File: config.mk
export PLATFORM = sky130hd
export DESIGN_NAME = dreg_universal
export DESIGN_NICKNAME = d
export VERILOG_FILES = /design/src/rtl/dreg_universal.sv
export SDC_FILE = /design/constraint.sdc
export NUM_CORES = 1
export LEC_CHECK = 0
export CORE_AREA = 2 2 39 41
export CTS_CLUSTER_SIZE = 25
export DETAILED_ROUTE_END_ITERATION = 6
export DIE_AREA = 0 0 41 43
export GPL_ROUTABILITY_DRIVEN = 1
export GPL_TIMING_DRIVEN = 0
export HOLD_SLACK_MARGIN = 0.08
export SETUP_SLACK_MARGIN = 0.5
export SLEW_MARGIN = 20
export SYNTH_ARGS = -nofsm -noshare
export SYNTH_HDL_FRONTEND = slang
export SYNTH_SLANG_ARGS = --single-unit
File: constraint.sdc
create_clock -name input_clock1_clk_1 -period 1.19 [get_ports input_clock1_clk_1]
set_input_delay 0.119 -clock input_clock1_clk_1 [delete_from_list [all_inputs] [get_ports input_clock1_clk_1]]
set_output_delay 0.119 -clock input_clock1_clk_1 [all_outputs]
set_load 0.005 [all_outputs]
File: src/rtl/dreg_universal.sv
// dreg_universal: WIDTH-bit register with hold/load/shift-left/shift-right modes,
// serial in/out, complementary outputs, synchronous clear and a sticky loaded flag.
module dreg_universal #(
  parameter int WIDTH = 4,
  parameter bit ROTATE = 1'b0,
  parameter logic [WIDTH-1:0] RESET_VALUE = '0
) (
  input  logic             input_clock1_clk_1,
  input  logic             input_push_button2_rst_n_2,
  input  logic             input_switch3_clr_3,
  input  logic [1:0]       input_switch4_mode_4,
  input  logic [WIDTH-1:0] input_switch5_d_5,
  input  logic             input_switch6_sil_6,
  input  logic             input_switch7_sir_7,
  output logic [WIDTH-1:0] output_led1_q_8,
  output logic [WIDTH-1:0] output_led2_qn_9,
  output logic             output_led3_so_10,
  output logic             output_led4_loaded_11
);
  logic [WIDTH-1:0] q, q_next;
  logic loaded;
  logic fill_l, fill_r;
  logic [1:0] mode;
  assign mode = input_switch4_mode_4;
  // End bit fed into the vacated position: recirculated or serial input
  assign fill_l = ROTATE ? q[WIDTH-1] : input_switch6_sil_6;
  assign fill_r = ROTATE ? q[0] : input_switch7_sir_7;
  always_comb
    q_next = input_switch3_clr_3 ? '0 :
             mode == 2'b01 ? input_switch5_d_5 :
             mode == 2'b10 ? {q[WIDTH-2:0], fill_l} :
             mode == 2'b11 ? {fill_r, q[WIDTH-1:1]} : q;
  always_ff @(posedge input_clock1_clk_1 or negedge input_push_button2_rst_n_2)
    if (!input_push_button2_rst_n_2) begin
      q <= RESET_VALUE;
      loaded <= 1'b0;
    end else begin
      q <= q_next;
      loaded <= loaded | input_switch3_clr_3 | (mode == 2'b01);
    end
  assign output_led1_q_8 = q;
  assign output_led2_qn_9 = ~q;
  assign output_led3_so_10 = mode == 2'b10 ? q[WIDTH-1] : q[0];
  assign output_led4_loaded_11 = loaded;
endmodule

==> run summary, run 1 <==
run metrics: min Tclk post-route=between 1 and 1.5 ns, routed vias=approximately 310, Placed Instances=approximately 58, Clock Path Buffers=2, Worst Max-Slew Pin Slew=0.2744 ns, Flop pwr share=0.336, drt total wl=just over 900 microns, Residual DRC=0, Core ar.=0.001384 sq mm, CTS Hold Bufs=0, clock tree sinks=5, HP Class=input port to asynchronous set/reset pin, Seq power=roughly 0.19 mW, clk cell area share=0.04339, power per standard cell area=913.9 mW/mm^2, cell area after synthesis=287.8 sq um, largest net degree at the start of global routing=7, die area=0.001763 sq mm, YS warnings=0, post-synthesis instance total=22, Leak=roughly 0.28 nW, CP max stage delay=~0.45 ns, Die Span Y=between 40 and 50 microns, initial antenna violation count=0, Highest Signal Layer=met3, slowest stage cell on the critical path=mux4_2, gpl congestion=roughly 0.71, status=complete, but fails checks, setup violation total in the final timing report=4, critical path required time=around 1.3 ns, number of DRC markers in iteration 0=2, Final HPWL DP=586.9 microns, commonest non-fill, non-tap cell in the layout=buf_6, Critical R2R Capture=output_led1_q_8[0]$_DFFE_PN0P_, PnR worst setup slack=-0.03836 ns, RSZ-0062 raised after global routing=yes, slew margin rel.=0.8165, most frequent cells in the layout=buf_6, clkdlybuf4s50_1, buf_2, dfrtp_1, first-pass GRT wire length=1352 microns, failing checks=setup timing, logic share of the area=0.2314, cts repair resizes=around 48, Final Power=0.5535 mW, setup clock skew after layout=about 0.00017 ns, Top delay family on crit path=multiplexers, flop count=5, post-synth top area cell=dfrtp_1, # Post-CTS Setup Buffers=8
==> run 1: synth_stat cells <==
master	count
dfrtp_1	5
inv_1	5
nor2b_1	4
mux4_2	3
mux2i_1	1
mux4_1	1
nand2b_1	1
nor2_1	1
o21ai_0	1
==> run 1: metal layers <==
metal,vias to the layer above,track usage
met5,-,0
met1,146,0.1600
met4,0,0.06000
met2,21,0.1656
met3,0,0.05759
li1,144,-
==> run 1: cell families (layout without fill, tap and decap cells) <==
logic type,after synthesis,in the layout,synth area share
AND-OR/OR-AND,1,1,0.01737
buffers and inverters,5,38,0.06522
flip-flops,5,5,0.4348
multiplexers,5,5,0.3609
AND/OR/NAND/NOR,6,6,0.1217
==> run 1: sequential cells by signal, summed over array words and instances (netlist names) <==
signal and cells:
output_led1_q_8 4, output_led4_loaded_11 1
### Port wiring, run 1

Scale: 12 px per micron.
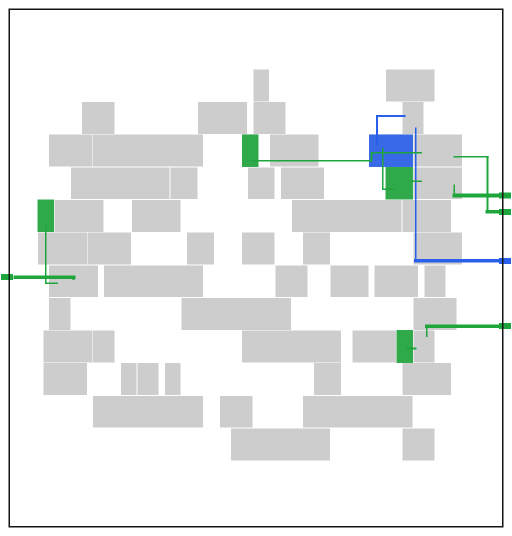
Key: output_led3_so_10 = blue [direction output, end cells 1, wire 22.5 microns]; output_led2_qn_9 = green [direction output, end cells 4, wire 50.9 microns]
number of port buffers: 20
number of I/O pins: 21

### Placed cells, one color a class, run 1

Scale: 6 px per micron.
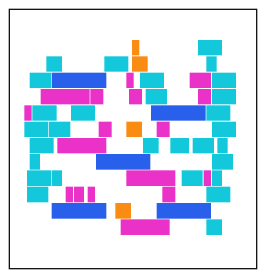
Key: clock drivers and dummy loads = orange [cells 4]; combinational and other logic = magenta [cells 17]; other buffers and delay cells = cyan [cells 29]; flops = blue [cells 5]

### Clock wires, drivers and flops, run 1

Scale: 6 px per micron.
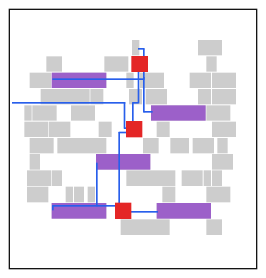
Key: flip-flops = purple [count 5]; clock wires = blue [length 104 microns]; clock drivers = red [count 3]
There are 4 routed clock nets.
clk ins delay skew pair: 0.24 ns
Clock group: 0.200 mW
Clk network pwr share: 0.361

### Met2 routing, run 1

Scale: 12 px per micron.
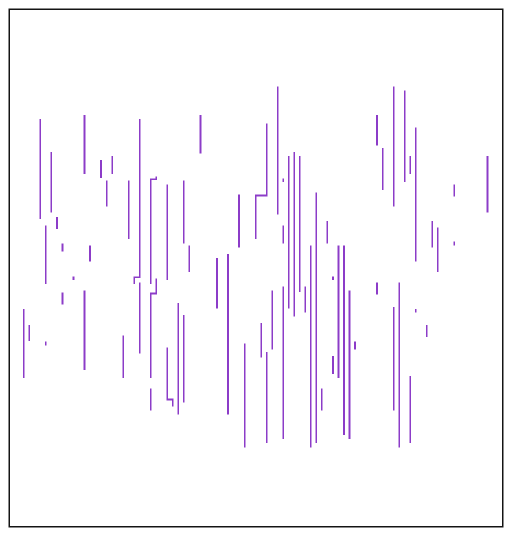
The wires run mostly vertical. The layer holds 44% of the routed length. The layer carries 409 microns of wire. The longest straight run is 20.7 microns.

==> run 2, diff against run 1 <==
--- a/config.mk
+++ b/config.mk
@@ -6,7 +6,7 @@
 export NUM_CORES = 1
 export LEC_CHECK = 0
 export CORE_AREA = 2 2 39 41
-export CTS_CLUSTER_SIZE = 25
+export CTS_CLUSTER_SIZE = 30
 export DETAILED_ROUTE_END_ITERATION = 6
 export DIE_AREA = 0 0 41 43
 export GPL_ROUTABILITY_DRIVEN = 1
==> run summary, run 2 <==
run metrics: status=complete, but fails checks (unchanged), failing checks=setup timing (unchanged), YS warnings=0 (unchanged), first-pass GRT wire length=1352 microns (unchanged), Leak=0.2837 nW (unchanged), Clk network pwr share=0.361 (about the same), grt met3 use=0.05759 (unchanged), Synth top cells by count=dfrtp_1, inv_1, nor2b_1 (unchanged), busiest grt layer=met2 (unchanged), Synth mux share=0.3609 (unchanged), clk cell area share=0.04339 (unchanged), # Post-CTS Setup Buffers=8 (unchanged), Seq power=0.186 mW (about the same), setup violation total in the final timing report=4 (unchanged), Residual DRC=0 (unchanged), Final Power=0.5535 mW (unchanged), clock tree sinks=5 (unchanged), logic share of the area=0.2314 (unchanged), routing usage on met2=0.1656 (unchanged), PnR worst setup slack=-0.03836 ns (unchanged), power per standard cell area=913.9 mW/mm^2 (unchanged), Clock Path Buffers=2 (unchanged), cts repair resizes=48 (unchanged), min Tclk post-route=1.228 ns (unchanged), clk ins delay skew pair=0.24 ns (about the same), Synth Area in Compound Gates=0.01739 (unchanged)
## run 2: metal layers
metal,part of all wire,vias up
li1,-,144
met1,0.42,146
met2,0.44,21
met3,0.14,0
met4,0,0
met5,0,-
## run 2: path summary, 6_finish.rpt
path / end / cells past startpoint
hold / removal: output_led1_q_8[1]$_DFFE_PN0P_ / 1
min in group input_clock1_clk_1: output_led4_loaded_11$_DFF_PN0_ / 2
setup / recovery: output_led1_q_8[0]$_DFFE_PN0P_ / 3
max in group asynchronous: output_led4_loaded_11$_DFF_PN0_ / 1
setup reg to reg: output_led1_q_8[0]$_DFFE_PN0P_ / 3
hold reg to reg: output_led4_loaded_11$_DFF_PN0_ / 2
## run 2: worst max-delay path, stage by stage (launching register included)
cell and delay [ns]:
dfrtp_1 0.39, buf_6 0.13, mux4_2 0.45, nor2b_1 0.14
### Placed cells, one color a class, run 2

Scale: 6 px per micron.
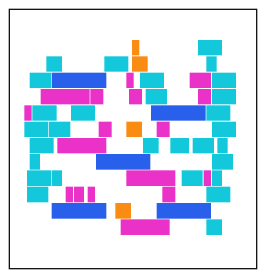
Key: combinational and other logic = magenta [cells 17]; flops = blue [cells 5]; clock drivers and dummy loads = orange [cells 4]; other buffers and delay cells = cyan [cells 29]

### Clock wires, drivers and flops, run 2

Scale: 6 px per micron.
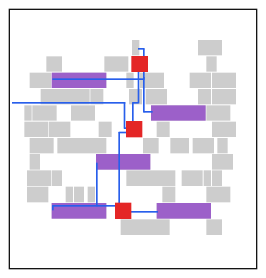
Key: clock wires = blue [length 104 microns]; clock drivers = red [count 3]; flip-flops = purple [count 5]
There are 4 routed clock nets.

### Met2 routing, run 2

Scale: 12 px per micron.
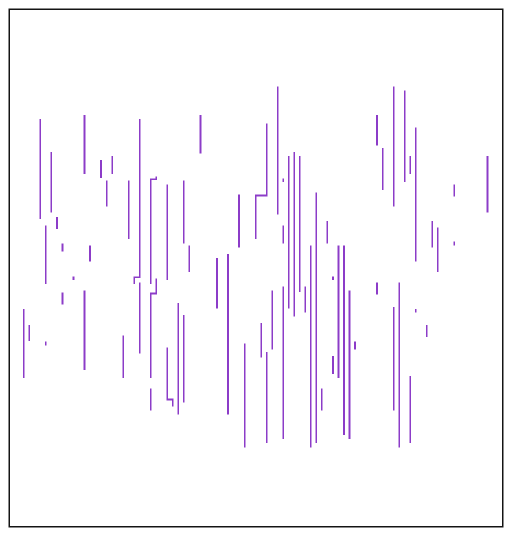
59 nets have wire on it. The layer holds 44% of the routed length. The longest straight run is 20.7 microns.

### Port wiring, run 2

Scale: 12 px per micron.
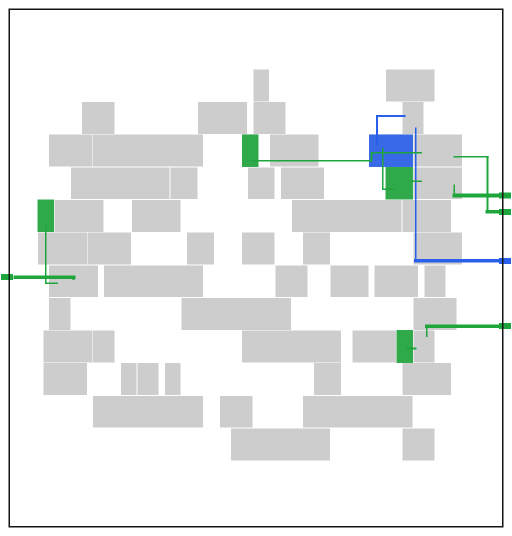

==> run 3, diff against run 2 <==
--- a/config.mk
+++ b/config.mk
@@ -5,10 +5,10 @@
 export SDC_FILE = /design/constraint.sdc
 export NUM_CORES = 1
 export LEC_CHECK = 0
-export CORE_AREA = 2 2 39 41
+export CORE_AREA = 3 3 40 42
 export CTS_CLUSTER_SIZE = 30
 export DETAILED_ROUTE_END_ITERATION = 6
-export DIE_AREA = 0 0 41 43
+export DIE_AREA = 0 0 43 45
 export GPL_ROUTABILITY_DRIVEN = 1
 export GPL_TIMING_DRIVEN = 0
 export HOLD_SLACK_MARGIN = 0.08
### Port wiring, run 3

Scale: 12 px per micron.
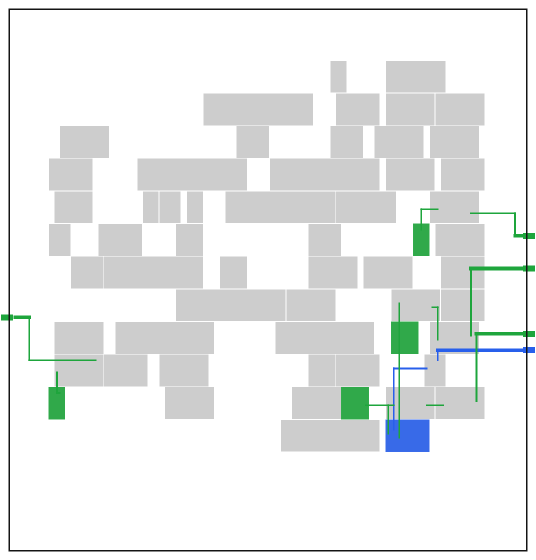
Key: output_led2_qn_9 = green [direction output, end cells 4, wire 61.5 microns]; output_led3_so_10 = blue [direction output, end cells 1, wire 15.8 microns]

### Placed cells, one color a class, run 3

Scale: 6 px per micron.
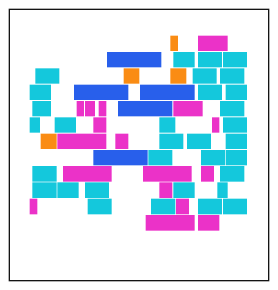
Key: other buffers and delay cells = cyan [cells 32]; flops = blue [cells 5]; combinational and other logic = magenta [cells 17]; clock drivers and dummy loads = orange [cells 4]
Seq/total area: 0.1838
Rows: 13

==> run summary, run 3 <==
run metrics: CP max stage delay=0.46 ns (was 0.45 ns), setup violation total in the final timing report=4 (unchanged), Async SR Flop Fraction=1.000 (unchanged), RSZ-0062 raised after global routing=yes (unchanged), Final Power=0.5883 mW (was 0.5535 mW), Largest register FFs=4 (unchanged), commonest non-fill, non-tap cell in the layout=buf_6 (unchanged), initial antenna violation count=0 (unchanged), power per standard cell area=864.3 mW/mm^2 (was 913.9 mW/mm^2), most frequent cells in the layout=buf_6, clkdlybuf4s50_1, dfrtp_1 (was buf_6, clkdlybuf4s50_1, buf_2, dfrtp_1), main flop type=dfrtp_1 (unchanged), routed vias=321 (was 311), failing checks=setup timing (unchanged), post-synth top area cell=dfrtp_1 (unchanged), status=complete, but fails checks (unchanged), metal2 WL=476 microns (was 408 microns), Core ar.=0.001285 sq mm (was 0.001384 sq mm), first-pass GRT wire length=1566 microns (was 1352 microns), WP buf/inv=1 (unchanged), Post-Synth XOR/XNOR Area=0 (unchanged), # Post-CTS Setup Buffers=8 (unchanged), PnR worst setup slack=-0.06647 ns (was -0.03836 ns), largest net degree at the start of global routing=7 (unchanged), cell area after synthesis=287.8 sq um (unchanged), grt met3 use=0.05976 (was 0.05759), Highest Signal Layer=met3 (unchanged), AND/OR/NAND/NOR Cells, Area Fraction=0.1217 (unchanged)
### Clock wires, drivers and flops, run 3

Scale: 6 px per micron.
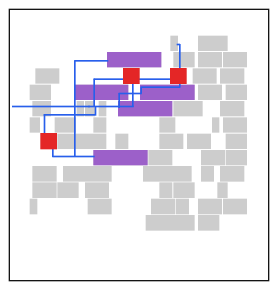
Key: flip-flops = purple [count 5]; clock drivers = red [count 3]; clock wires = blue [length 108 microns]
There are 4 routed clock nets.
Clk network pwr share: 0.342
setup clock skew after layout: 0.0007274 ns

run 3: cell counts after synthesis:
Identical to the previous run, type by type.
run 3: kinds of logic (layout without fill, tap and decap cells):
kind of cell / after synthesis / after routing
AND-OR/OR-AND: 1 / 1
buffers and inverters: 5 / 41
flip-flops: 5 / 5
multiplexers: 5 / 5
AND/OR/NAND/NOR: 6 / 6
run 3: area by class of cell:
| cell class | count | area, sq um |
|---|---|---|
| clock buffers | 4 | 26.28 |
| multi-input cells | 12 | 155.1 |
| inverters | 5 | 23.77 |
| well taps | 15 | 18.77 |
| fillers | 120 | 604.3 |
| flip-flops and latches | 5 | 125.1 |
| repair buffers | 32 | 331.6 |
run 3: power by group:
part           switching [mW]  internal, mW
Clock                  0.0742         0.127
Combinational          0.0599         0.140
Sequential            0.00734         0.179
Total                   0.141         0.447
Power is estimated from default activity; no workload was simulated.
